`config.mk`:
```
export PLATFORM = sky130hd
export DESIGN_NAME = bwn_word_serializer_flat
export DESIGN_NICKNAME = d
export VERILOG_FILES = /design/src/rtl/bwn_word_serializer_if.sv /design/src/rtl/bwn_word_serializer.sv /design/src/flat_wrapper.sv
export SDC_FILE = /design/constraint.sdc
export NUM_CORES = 1
export LEC_CHECK = 0
export CORE_MARGIN = 1.5
export CORE_UTILIZATION = 50
export CTS_CLUSTER_DIAMETER = 100
export CTS_CLUSTER_SIZE = 20
export DETAILED_ROUTE_END_ITERATION = 7
export GPL_TIMING_DRIVEN = 0
export PLACE_DENSITY = 0.79
export SKIP_CTS_REPAIR_TIMING = 1
export SLEW_MARGIN = 20
export SYNTH_ARGS = -nofsm -noshare
export SYNTH_HDL_FRONTEND = slang
export SYNTH_SLANG_ARGS = --single-unit
```
`constraint.sdc`:
```
create_clock -name iCLK -period 1.9 [get_ports iCLK]
set_input_delay 0.19 -clock iCLK [delete_from_list [all_inputs] [get_ports iCLK]]
set_output_delay 0.19 -clock iCLK [all_outputs]
set_load 0.02 [all_outputs]
```
`src/rtl/bwn_word_serializer_if.sv`:
```
// Handshake bundle between the BWN row producer and the word serializer.
// The serializer uses the slave modport; the producer/consumer side uses master.
interface bwn_word_serializer_if #(
    parameter int WL = 8,
    parameter int N  = 4,
    parameter int IW = 2
);
    logic            iSTART;
    logic            iLOAD;
    logic [N*WL-1:0] iDATA;
    logic            iREADY;
    logic [WL-1:0]   oDATA;
    logic            oVALID;
    logic [IW-1:0]   oIDX;
    logic            oBUSY;
    logic            oDONE;

    modport master (
        output iSTART, iLOAD, iDATA, iREADY,
        input  oDATA, oVALID, oIDX, oBUSY, oDONE
    );

    modport slave (
        input  iSTART, iLOAD, iDATA, iREADY,
        output oDATA, oVALID, oIDX, oBUSY, oDONE
    );
endinterface

```
`src/rtl/bwn_word_serializer.sv`:
```
// Captures a row of N words in one cycle and streams them out lowest word first
// over a valid/ready handshake; iSTART aborts and clears any row in flight.
module bwn_word_serializer #(
    parameter int WL = 8,
    parameter int N  = 4,
    parameter int IW = 2
) (
    input  logic                  iCLK,
    input  logic                  iRST,
    bwn_word_serializer_if.slave  bus
);

    typedef enum logic [0:0] {
        IDLE = 1'b0,
        SEND = 1'b1
    } state_t;

    state_t          stateR;
    logic [N*WL-1:0] rowR;
    logic [IW-1:0]   idxR;
    logic [WL-1:0]   dataR;
    logic            validR;
    logic            doneR;

    logic            handshakeS;
    logic [IW-1:0]   nextIdxS;

    assign handshakeS = validR & bus.iREADY;
    assign nextIdxS   = idxR + IW'(1);

    // oDATA is kept as its own register so it always equals rowR[idxR] without a read mux on the output
    always_ff @(posedge iCLK or posedge iRST) begin
        if (iRST) begin
            stateR <= IDLE;
            rowR   <= '0;
            idxR   <= '0;
            dataR  <= '0;
            validR <= 1'b0;
            doneR  <= 1'b0;
        end else if (bus.iSTART) begin
            stateR <= IDLE;
            rowR   <= '0;
            idxR   <= '0;
            dataR  <= '0;
            validR <= 1'b0;
            doneR  <= 1'b0;
        end else begin
            doneR <= 1'b0;
            case (stateR)
                IDLE: begin
                    if (bus.iLOAD) begin
                        rowR   <= bus.iDATA;
                        idxR   <= '0;
                        dataR  <= bus.iDATA[WL-1:0];
                        validR <= 1'b1;
                        stateR <= SEND;
                    end
                end
                SEND: begin
                    if (handshakeS) begin
                        if (idxR == IW'(N - 1)) begin
                            // Row complete: back to IDLE showing word 0 of the finished row
                            stateR <= IDLE;
                            idxR   <= '0;
                            dataR  <= rowR[WL-1:0];
                            validR <= 1'b0;
                            doneR  <= 1'b1;
                        end else begin
                            idxR  <= nextIdxS;
                            dataR <= rowR[int'(nextIdxS)*WL +: WL];
                        end
                    end
                end
                default: begin
                    stateR <= IDLE;
                    idxR   <= '0;
                    dataR  <= rowR[WL-1:0];
                    validR <= 1'b0;
                end
            endcase
        end
    end

    assign bus.oDATA  = dataR;
    assign bus.oVALID = validR;
    assign bus.oIDX   = idxR;
    assign bus.oBUSY  = validR;
    assign bus.oDONE  = doneR;

endmodule

```
`src/flat_wrapper.sv`:
```
// flat-port wrapper written by rule: the top's interface ports become plain ports
module bwn_word_serializer_flat 
#(
    parameter int WL = 8,
    parameter int N  = 4,
    parameter int IW = 2
)
  (iCLK, iRST, bus_iSTART, bus_iLOAD, bus_iDATA, bus_iREADY, bus_oDATA, bus_oVALID, bus_oIDX, bus_oBUSY, bus_oDONE);
  bwn_word_serializer_if #(.WL(WL), .N(N), .IW(IW)) bus_i ();
  input  logic iCLK;
  input  logic iRST;
  input wire logic [$bits(bus_i.iSTART)-1:0] bus_iSTART;
  input wire logic [$bits(bus_i.iLOAD)-1:0] bus_iLOAD;
  input wire logic [$bits(bus_i.iDATA)-1:0] bus_iDATA;
  input wire logic [$bits(bus_i.iREADY)-1:0] bus_iREADY;
  output wire logic [$bits(bus_i.oDATA)-1:0] bus_oDATA;
  output wire logic [$bits(bus_i.oVALID)-1:0] bus_oVALID;
  output wire logic [$bits(bus_i.oIDX)-1:0] bus_oIDX;
  output wire logic [$bits(bus_i.oBUSY)-1:0] bus_oBUSY;
  output wire logic [$bits(bus_i.oDONE)-1:0] bus_oDONE;
  assign bus_i.iSTART = bus_iSTART;
  assign bus_i.iLOAD = bus_iLOAD;
  assign bus_i.iDATA = bus_iDATA;
  assign bus_i.iREADY = bus_iREADY;
  assign bus_oDATA = bus_i.oDATA;
  assign bus_oVALID = bus_i.oVALID;
  assign bus_oIDX = bus_i.oIDX;
  assign bus_oBUSY = bus_i.oBUSY;
  assign bus_oDONE = bus_i.oDONE;
  bwn_word_serializer #(.WL(WL), .N(N), .IW(IW)) u_core (.iCLK(iCLK), .iRST(iRST), .bus(bus_i));
endmodule
```
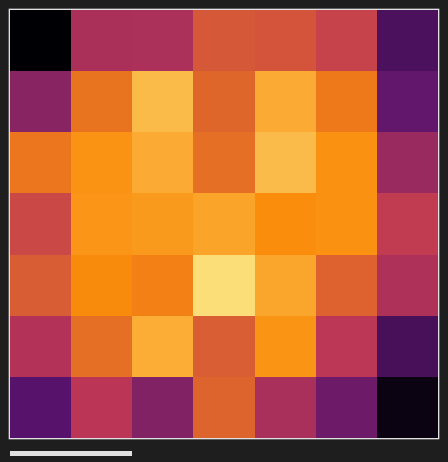
(images/util_map.png)
The bar under the picture is 20 um long. The die is cut into 7 by 7 equal tiles; black is low, pale yellow is high, 0 to 100% covered.
31% of the tiles are over 75% full. The fullest tile reaches 93%. 2.0% of the tiles are nearly empty. The mean over all tiles is 58%. The densest ninth of the die: middle. The emptiest ninth of the die: bottom right.

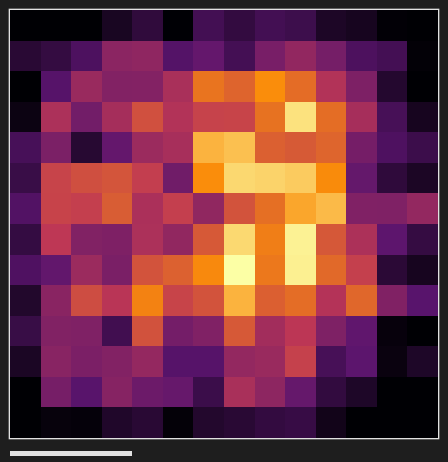
(images/route_heat.png)
The bar under the picture is 20 um long. The die is cut into 14 by 14 equal tiles; black is low, pale yellow is high, scaled to the fullest tile. Values are wire area over tile area, all layers added.
The emptiest ninth of the die: bottom right. 11% of the tiles are nearly empty. The densest ninth of the die: middle. 29% of the tiles are over half the peak.

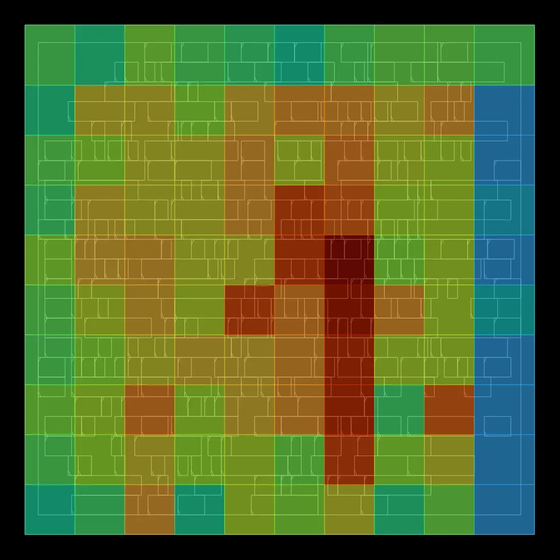
(images/congestion_map.png)
GRT Total Usage: 24.3%
met2 GRT Util: 36.8%
detailed-route wire length per cell: 15.6 um

==> results.toml <==
# flow metrics
[run_status]
status = "finished, final reports clean"

[logic_synthesis]
top_cells_by_count = "59 x nand2_1, 45 x dfrtp_1, 38 x a21oi_1"
post_synth_num_cell_types = 34
post-synth-top-area-cell = "dfrtp_1"
netlist_instances = 244
synth_dominant_cell_count = "nand2_1"
yosys.area.top_type_share_pct = 49.5
netlist_area_sq_um = 2270
syn-mean-instance-area_sq_um = 9.32
ys_ff = 45
post_synth_and_or_nand_nor_area_fraction_pct = 22.6
synth_adder_area_share_pct = 0.550
synth.net_count = 282
yosys-top-cells-area = "dfrtp_1 50%, nand2_1 9.7%, a21oi_1 8.4%, mux2i_1 3.5%, nand2b_1 2.5%"

[routing]
finalWirelength_um = 5490
detail_route.iter0.violations = 240
detail_route.vias_per_cell = 5.56
routed-via-count = 1964

[timing]
endpoints_failing_setup = 0
timing_max_transition_violations_final = 0
hold_viol = 0
layout_setup_ws_ps = 107
layout_worst_path_cycle_share_pct = 94.4
fin_skew_ps = 8.50
slew_headroom_pct = 63.2

[hold_path]
worstHoldPathType = "input port to async pin"

[clocking]
cts_sinks = 45
level_count_of_the_clock_h_tree = 2
max-clock-path-buffers = 2

[setup_path]
data_required_time_of_the_critical_path_ps = 2090
max_stage_delay_ps = 410
worstSetupEndpointType = "register"
criticalPathCategory = "register to register"
reg2reg_slack_ps = 110
crit_path_max_fanout = 10
cp-start-kind = "register"

[layout]
fin_nets = 339
syn2layout_area_growth_pct = 29.5
postLayoutCoreUtil_pct = 67.6
final_area_sq_um = 2940
multi_input_comb_area_sq_um = 1040
ant_diodes = 0
most_frequent_logic_cell_in_the_layout = "nand2_1"
num-fill-cells = 351

[die]
die-width_um = 70.4
ios = 50
placeableCoreArea_sq_um = 4350
num_rows = 24

[power]
top_power_group = "registers"
netSwitchingFraction_pct = 26.3
power_per_cell_area_nw_per_um2 = 680
switching_power_uw = 526
vdd_ir_drop_max_mv = 0.443
power.static_leakage_nw = 1.21
fin_total_pwr_mw = 2.00
seqPwrFrac_pct = 52.0

[global_route]
global_route_total_overflow = 0
pin_count_of_the_biggest_net_entering_global_routing = 34
grt_pass1_wl_um = 9400

[place]
port_buffers = 49
dp_hpwl_um = 3940
globalplace.congestion = 0.885
place_worst_setup_slack_ps = 77.6
dpl-instance-area_sq_um = 2850
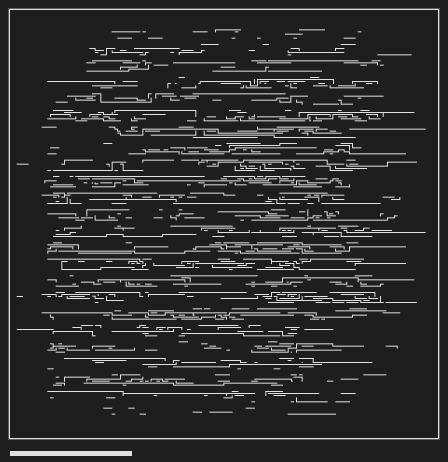
(images/m1.png)
The bar under the picture is 20 um long.
291 nets have wire on it. The longest straight run is 21.6 um.

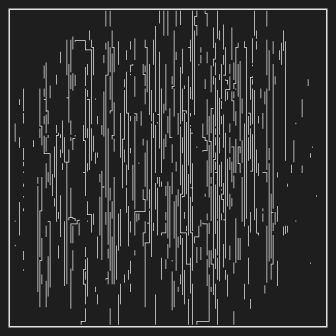
(images/m2.png)
The layer holds 48% of the routed length. 265 nets have wire on it. The longest straight run is 38.1 um.

## critical path: cells and delay by family, from the launching register on
| kind | cells | cell delay, ps |
|---|---|---|
| and+or+nand+nor | 1 | 310 |
| buffers and inverters | 1 | 220 |
| AOI/OAI and AO/OA | 2 | 390 |
| adders and majority gates | 1 | 340 |
| DFF | 1 | 410 |
## final timing paths
kind	start	end	cells past startpoint
max in group asynchronous	iRST	u_core.bus.oDATA[3]	3
worst min-delay path	iRST	u_core.bus.oDATA[7]	2
min in group iCLK	bus_iDATA[22]	u_core.rowR[22]	3
worst max register to register	u_core.bus.oIDX[1]	u_core.bus.oDATA[3]	5
worst max-delay path	u_core.bus.oIDX[1]	u_core.bus.oDATA[3]	5
worst min register to register	u_core.bus.oDATA[0]	u_core.bus.oDATA[0]	1
## stage by stage
stage,std cells,setup TNS [ps],hold slack (ps)
floorplan,244,0,321
finish,353,0,159
detailed placement,346,0,485
global route,353,0,173
global placement,345,-10930,484
CTS,353,0,161
## per-layer routing
| layer | share of wire, % | vias to the layer above |
|---|---|---|
| met5 | 0 | - |
| met2 | 48 | 67 |
| met4 | 1.1 | 0 |
| li1 | - | 966 |
| met1 | 44 | 924 |
| met3 | 6.8 | 7 |
## area by class of cell
cell class              instances  share of cell area, %
plain buffers                  22                   3.65
clock buffers                   7                   2.93
inverters                       2                  0.255
multi-input cells             175                   35.4
flip-flops and latches         45                   38.2
well taps                      52                   2.21
repair buffers                 50                   17.3
## state kept, by name, summed over array words and instances (netlist names)
signal / count
u_core.rowR: 32
u_core.bus.oDATA: 8
u_core.bus.oIDX: 2
u_core.bus.oBUSY: 1
u_core.bus.oDONE: 1
u_core.stateR: 1
